File: src/rtl/wb_ctrl_pipe.sv
// wb_ctrl_pipe: decodes each instruction once as it enters the execute stage
// and carries its writeback controls down STAGES pipeline stages.
//
// Ports:
//   clk, reset       rising-edge clock, synchronous active-low reset
//   instr_d/valid_d  instruction in decode and its valid flag
//   rs_d/rt_d        source registers read in decode
//   tuse_rs/tuse_rt  cycles until decode needs each operand (3 = unused)
//   flush            kill the instruction entering stage 0
//   stall_req        decode must hold; stage 0 receives a bubble
//   stage_dst/tnew/wr  per-stage destination, Tnew countdown, write flag
//   w_*              final-stage register-file write controls
module wb_ctrl_pipe #(
  parameter int STAGES = 3,
  parameter int TW     = 2
) (
  input  logic                   clk,
  input  logic                   reset,
  input  logic [31:0]            instr_d,
  input  logic                   valid_d,
  input  logic [4:0]             rs_d,
  input  logic [4:0]             rt_d,
  input  logic [1:0]             tuse_rs,
  input  logic [1:0]             tuse_rt,
  input  logic                   flush,
  output logic                   stall_req,
  output logic [5*STAGES-1:0]    stage_dst,
  output logic [TW*STAGES-1:0]   stage_tnew,
  output logic [STAGES-1:0]      stage_wr,
  output logic                   w_rfwr,
  output logic [4:0]             w_dst,
  output logic [1:0]             w_m2sel,
  output logic [2:0]             w_ldop,
  output logic [31:0]            w_instr
);

  // Common width for comparing Tnew against the 2-bit Tuse.
  localparam int CW = (TW > 2) ? TW : 2;

  typedef struct packed {
    logic [31:0]   instr;
    logic [4:0]    dst;
    logic [TW-1:0] tnew;
    logic          wr;
    logic [1:0]    m2sel;
    logic [2:0]    ldop;
  } ctl_t;

  ctl_t [STAGES-1:0] stg_q;
  ctl_t [STAGES-1:0] stg_d;
  logic [STAGES-1:0] hit;

  function automatic ctl_t bubble_ctl();
    ctl_t c;
    c.instr = 32'd0;
    c.dst   = 5'd0;
    c.tnew  = {TW{1'b0}};
    c.wr    = 1'b0;
    c.m2sel = 2'd0;
    c.ldop  = 3'd5;
    return c;
  endfunction

  function automatic ctl_t decode_ctl(input logic [31:0] ins);
    ctl_t       c;
    logic       writer;
    logic [4:0] dst;
    c       = bubble_ctl();
    c.instr = ins;
    writer  = 1'b0;
    dst     = 5'd0;
    case (ins[31:26])
      6'h00: begin
        case (ins[5:0])
          // shifts, mfhi/mflo, ALU R-type
          6'h00, 6'h02, 6'h03, 6'h04, 6'h06, 6'h07,
          6'h10, 6'h12,
          6'h20, 6'h21, 6'h22, 6'h23, 6'h24, 6'h25, 6'h26, 6'h27,
          6'h2a, 6'h2b: begin
            writer = 1'b1;
            dst    = ins[15:11];
            c.tnew = TW'(2'd1);
          end
          6'h09: begin // jalr: link value is ready at entry
            writer  = 1'b1;
            dst     = ins[15:11];
            c.m2sel = 2'd2;
          end
          default: writer = 1'b0;
        endcase
      end
      6'h03: begin // jal
        writer  = 1'b1;
        dst     = 5'd31;
        c.m2sel = 2'd2;
      end
      6'h08, 6'h09, 6'h0a, 6'h0b, 6'h0c, 6'h0d, 6'h0e, 6'h0f: begin
        writer = 1'b1;
        dst    = ins[20:16];
        c.tnew = TW'(2'd1);
      end
      6'h20, 6'h21, 6'h23, 6'h24, 6'h25: begin
        writer  = 1'b1;
        dst     = ins[20:16];
        c.tnew  = TW'(2'd2);
        c.m2sel = 2'd1;
        case (ins[31:26])
          6'h23:   c.ldop = 3'd0;
          6'h20:   c.ldop = 3'd1;
          6'h24:   c.ldop = 3'd2;
          6'h21:   c.ldop = 3'd3;
          6'h25:   c.ldop = 3'd4;
          default: c.ldop = 3'd5;
        endcase
      end
      default: writer = 1'b0;
    endcase
    c.dst = dst;
    // A write to $0 is never flagged, so it can never stall or forward.
    c.wr  = writer && (dst != 5'd0);
    return c;
  endfunction

  // Hazard detection: a stage stalls decode when it will write a register
  // that decode needs before the producer can supply it.
  always_comb begin
    hit = {STAGES{1'b0}};
    for (int i = 0; i < STAGES; i++) begin
      hit[i] = valid_d && stg_q[i].wr &&
               (((tuse_rs != 2'd3) && (stg_q[i].dst == rs_d) &&
                 (CW'(stg_q[i].tnew) > CW'(tuse_rs))) ||
                ((tuse_rt != 2'd3) && (stg_q[i].dst == rt_d) &&
                 (CW'(stg_q[i].tnew) > CW'(tuse_rt))));
    end
    stall_req = |hit;
  end

  // Next-state: stage 0 decodes or bubbles; later stages shift with a
  // saturating Tnew decrement.
  always_comb begin
    stg_d = stg_q;
    if (valid_d && !stall_req && !flush) begin
      stg_d[0] = decode_ctl(instr_d);
    end else begin
      stg_d[0] = bubble_ctl();
    end
    for (int i = 1; i < STAGES; i++) begin
      stg_d[i] = stg_q[i-1];
      stg_d[i].tnew = (stg_q[i-1].tnew == {TW{1'b0}}) ? {TW{1'b0}}
                                                      : stg_q[i-1].tnew - TW'(1'b1);
    end
  end

  // Stage registers; reset discards every in-flight instruction at once.
  always_ff @(posedge clk) begin
    if (!reset) begin
      for (int i = 0; i < STAGES; i++) begin
        stg_q[i] <= bubble_ctl();
      end
    end else begin
      stg_q <= stg_d;
    end
  end

  // Flatten stage state onto the output buses.
  always_comb begin
    stage_dst  = {(5*STAGES){1'b0}};
    stage_tnew = {(TW*STAGES){1'b0}};
    stage_wr   = {STAGES{1'b0}};
    for (int i = 0; i < STAGES; i++) begin
      stage_dst[5*i +: 5]   = stg_q[i].dst;
      stage_tnew[TW*i +: TW] = stg_q[i].tnew;
      stage_wr[i]           = stg_q[i].wr;
    end
    w_rfwr  = stg_q[STAGES-1].wr;
    w_dst   = stg_q[STAGES-1].dst;
    w_m2sel = stg_q[STAGES-1].m2sel;
    w_ldop  = stg_q[STAGES-1].ldop;
    w_instr = stg_q[STAGES-1].instr;
  end

endmodule

File: config.mk
export PLATFORM = sky130hd
export DESIGN_NAME = wb_ctrl_pipe
export DESIGN_NICKNAME = d
export VERILOG_FILES = /design/src/rtl/wb_ctrl_pipe.sv
export SDC_FILE = /design/constraint.sdc
export NUM_CORES = 1
export LEC_CHECK = 0
export CAP_MARGIN = 10
export CORE_MARGIN = 10
export CORE_UTILIZATION = 48
export DETAILED_ROUTE_END_ITERATION = 16
export PLACE_DENSITY_LB_ADDON = 0.12
export SLEW_MARGIN = 20
export SYNTH_ARGS = -nofsm -noshare
export SYNTH_HDL_FRONTEND = slang
export SYNTH_SLANG_ARGS = --single-unit
File: constraint.sdc
create_clock -name clk -period 2.75 [get_ports clk]
set_input_delay 0.55 -clock clk [delete_from_list [all_inputs] [get_ports clk]]
set_output_delay 0.55 -clock clk [all_outputs]
set_load 0.05 [all_outputs]
Fig. 1: run 1, cells coloured by class
(2 px per um)
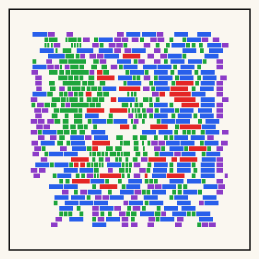
colour	class	cells	share of their area
purple	other buffers and delay cells	130	19%
green	all other logic	277	30%
red	clock drivers and dummy loads	31	9.7%
blue	flops	134	41%
final instance area: 6710 sq um
core area: 9730 sq um
Site Rows: 36
Final Core Density: 69.0%

Fig. 2: run 1, clock routing
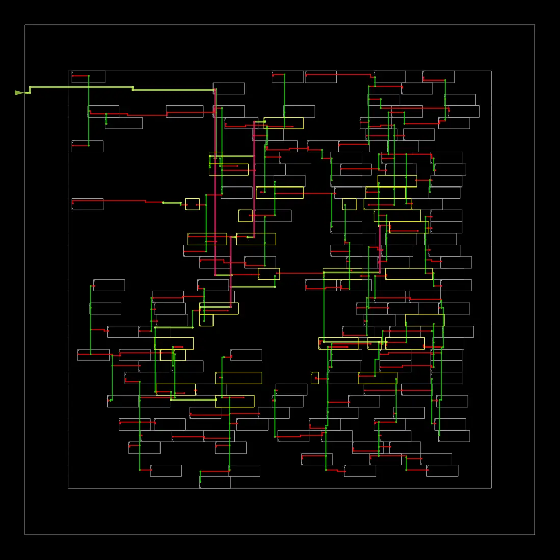
clock sinks: 134
CTS buffer count: 17
Clock Skew: 0.00730 ns

Fig. 3: run 1, M3 wires
(3 px per um)
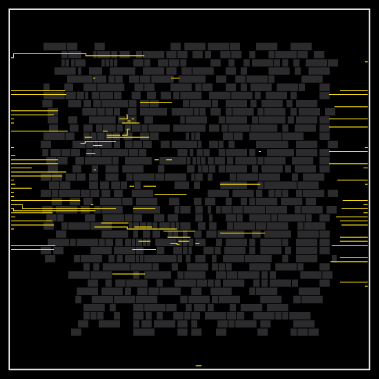
nets with wire on the layer	78
longest straight run	31.0 um
share of all routed wire	7.1%
Via Count: 3401
grt met3 use: 6.24%
drt total wl: 11100 um

Fig. 4: run 1, clock network drawn from the DEF
(4 px per um)
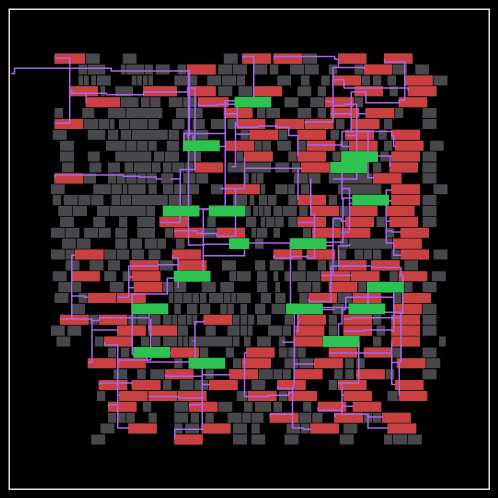
[green] cells driving clock nets | count: 17
[purple] clock wires | length: 1550 um
[red] flip-flops | count: 134
routed clock nets	18
Clk pwr share: 51.7%
Clock group: 0.00242 W
Latency at later pin: 0.50 ns

==> results.ini, run 1 <==
[status]
outcome=finished, violations left
violations=negative setup slack

[min_path]
min_from=stg_d[90]

[drt]
wl_met1_um=4440
drtIter0Drc=156
wl_met2_um=5580
highest_layer=met4
wl_met3_um=789

[grt]
grt_start_max_net_pins=89
groute.usage.overall_pct=15.7

[finish]
n_clock_buffer=17
inv_count=10
nFlopsAndLatches=134
seq_share_pct=40.2
largest_register_ffs=73

[sta]
hold_violations=0
finalClockPeriodUsage_pct=103
setup_viol=1
worstMarginPinSlew_ns=0.630
worst_slack_ns=-0.0749

[synth]
syn_area_sq_um=4760
ff_type=dfxtp_1

[power_and_ir_drop]
power_leader=the clock network

[floorplan]
die_h_um=120
fp_util_pct=48.9

[clock_network]
root_buffer=clkbuf_8

Fig. 5: run 1, port wiring
(4 px per um)
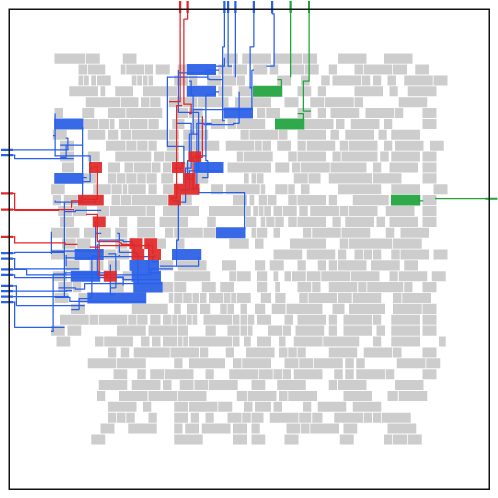

--- run 2 (diff from run 1) ---
--- a/config.mk
+++ b/config.mk
@@ -8,9 +8,10 @@
 export CAP_MARGIN = 10
 export CORE_MARGIN = 10
 export CORE_UTILIZATION = 48
+export CTS_BUF_LIST = sky130_fd_sc_hd__clkbuf_8 sky130_fd_sc_hd__clkbuf_16
 export DETAILED_ROUTE_END_ITERATION = 16
+export GPL_TIMING_DRIVEN = 0
 export PLACE_DENSITY_LB_ADDON = 0.12
-export SLEW_MARGIN = 20
 export SYNTH_ARGS = -nofsm -noshare
 export SYNTH_HDL_FRONTEND = slang
 export SYNTH_SLANG_ARGS = --single-unit
Fig. 6: run 2, port wiring
(4 px per um)
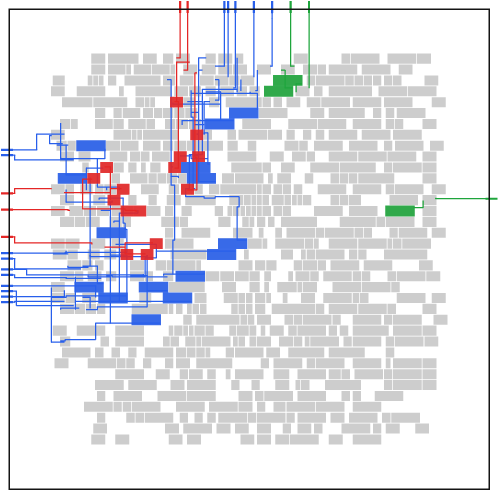
colour	port	bits	direction	edge	end cells	buffers	wire
blue	stage_dst	15	output	10 west, 5 north	15	25	1050 um
red	rs_d	5	input	3 west, 2 north	15	5	207 um
green	w_ldop	3	output	2 north, 1 east	3	3	61.3 um
IO Pins: 118
IO Port Bufs: 117

Fig. 7: run 2, M3 wires
(3 px per um)
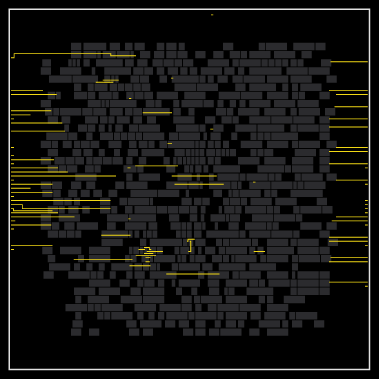
main direction	horizontal
longest straight run	34.7 um
nets with wire on the layer	71
share of all routed wire	6.6%
wire length on this layer	752 um
drt total wl: 11400 um
grt met3 use: 5.81%
Via Count: 3472

==> run 2 against run 1 <==
Sequential power about the same. Utilization grew 0.90 points. Non-clock buffer count increased by 29. Clock skew up 0.0071 ns. Highest routed layer unchanged. Routed wire length up 3.2%. The run still ends with negative setup slack left. Worst setup slack worse by 0.0029 ns. Die size unchanged. Global-route usage is 0.33 points higher. Sequential share of layout area decreased by 0.59 points. First-iteration DRC count grew 5.8%. Final area up 1.3%. Critical endpoint unchanged.
==> results.ini, run 2 <==
[status]
outcome=finished, violations left  ; unchanged
violations=negative setup slack  ; unchanged

[clock_network]
root_buffer=clkbuf_8  ; unchanged
cts_made_buffers=17  ; unchanged

[power_and_ir_drop]
power_leader=the clock network  ; unchanged

[finish]
nFlopsAndLatches=134  ; unchanged
postLayoutCellArea_sq_um=6800  ; was 6710 sq um
seq_share_pct=39.6  ; was 40.2%
n_clock_buffer=17  ; unchanged
largest_register_ffs=73  ; unchanged

[sta]
setup_viol=1  ; unchanged
finalClockPeriodUsage_pct=103  ; about the same
worstMarginPinSlew_ns=1.02  ; was 0.630 ns
worst_slack_ns=-0.0778  ; was -0.0749 ns
hold_violations=0  ; unchanged

[min_path]
min_from=stg_d[90]  ; unchanged

[grt]
overflow=0  ; unchanged
groute.usage.overall_pct=16.1  ; was 15.7%

[floorplan]
coreArea_sq_um=9730  ; unchanged
die_h_um=120  ; unchanged
dieArea_sq_um=14300  ; unchanged
fp_util_pct=48.9  ; unchanged

[drt]
drtIter0Drc=165  ; was 156
wl_met3_um=751  ; was 789 um
wl_met2_um=5830  ; was 5580 um
highest_layer=met4  ; unchanged

[synth]
syn_area_sq_um=4760  ; unchanged

Fig. 8: run 2, clock network drawn from the DEF
(4 px per um)
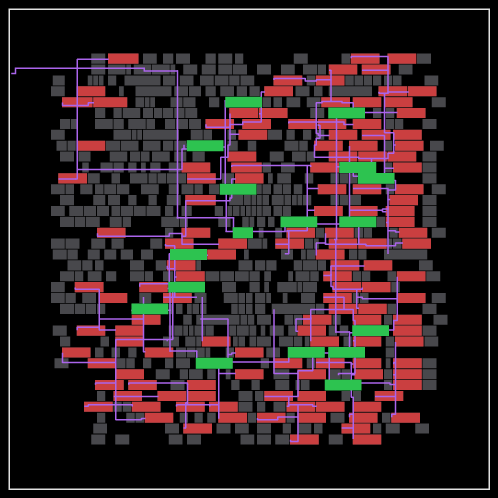
[red] flip-flops | count: 134
[purple] clock wires | length: 1440 um
[green] cells driving clock nets | count: 17
routed clock nets	18
Latency at later pin: 0.51 ns
Clock Skew: 0.0144 ns
Clk pwr share: 50.5%
Clock group: 0.00231 W

No activity file was given, so power comes from the tool's default toggle rates.
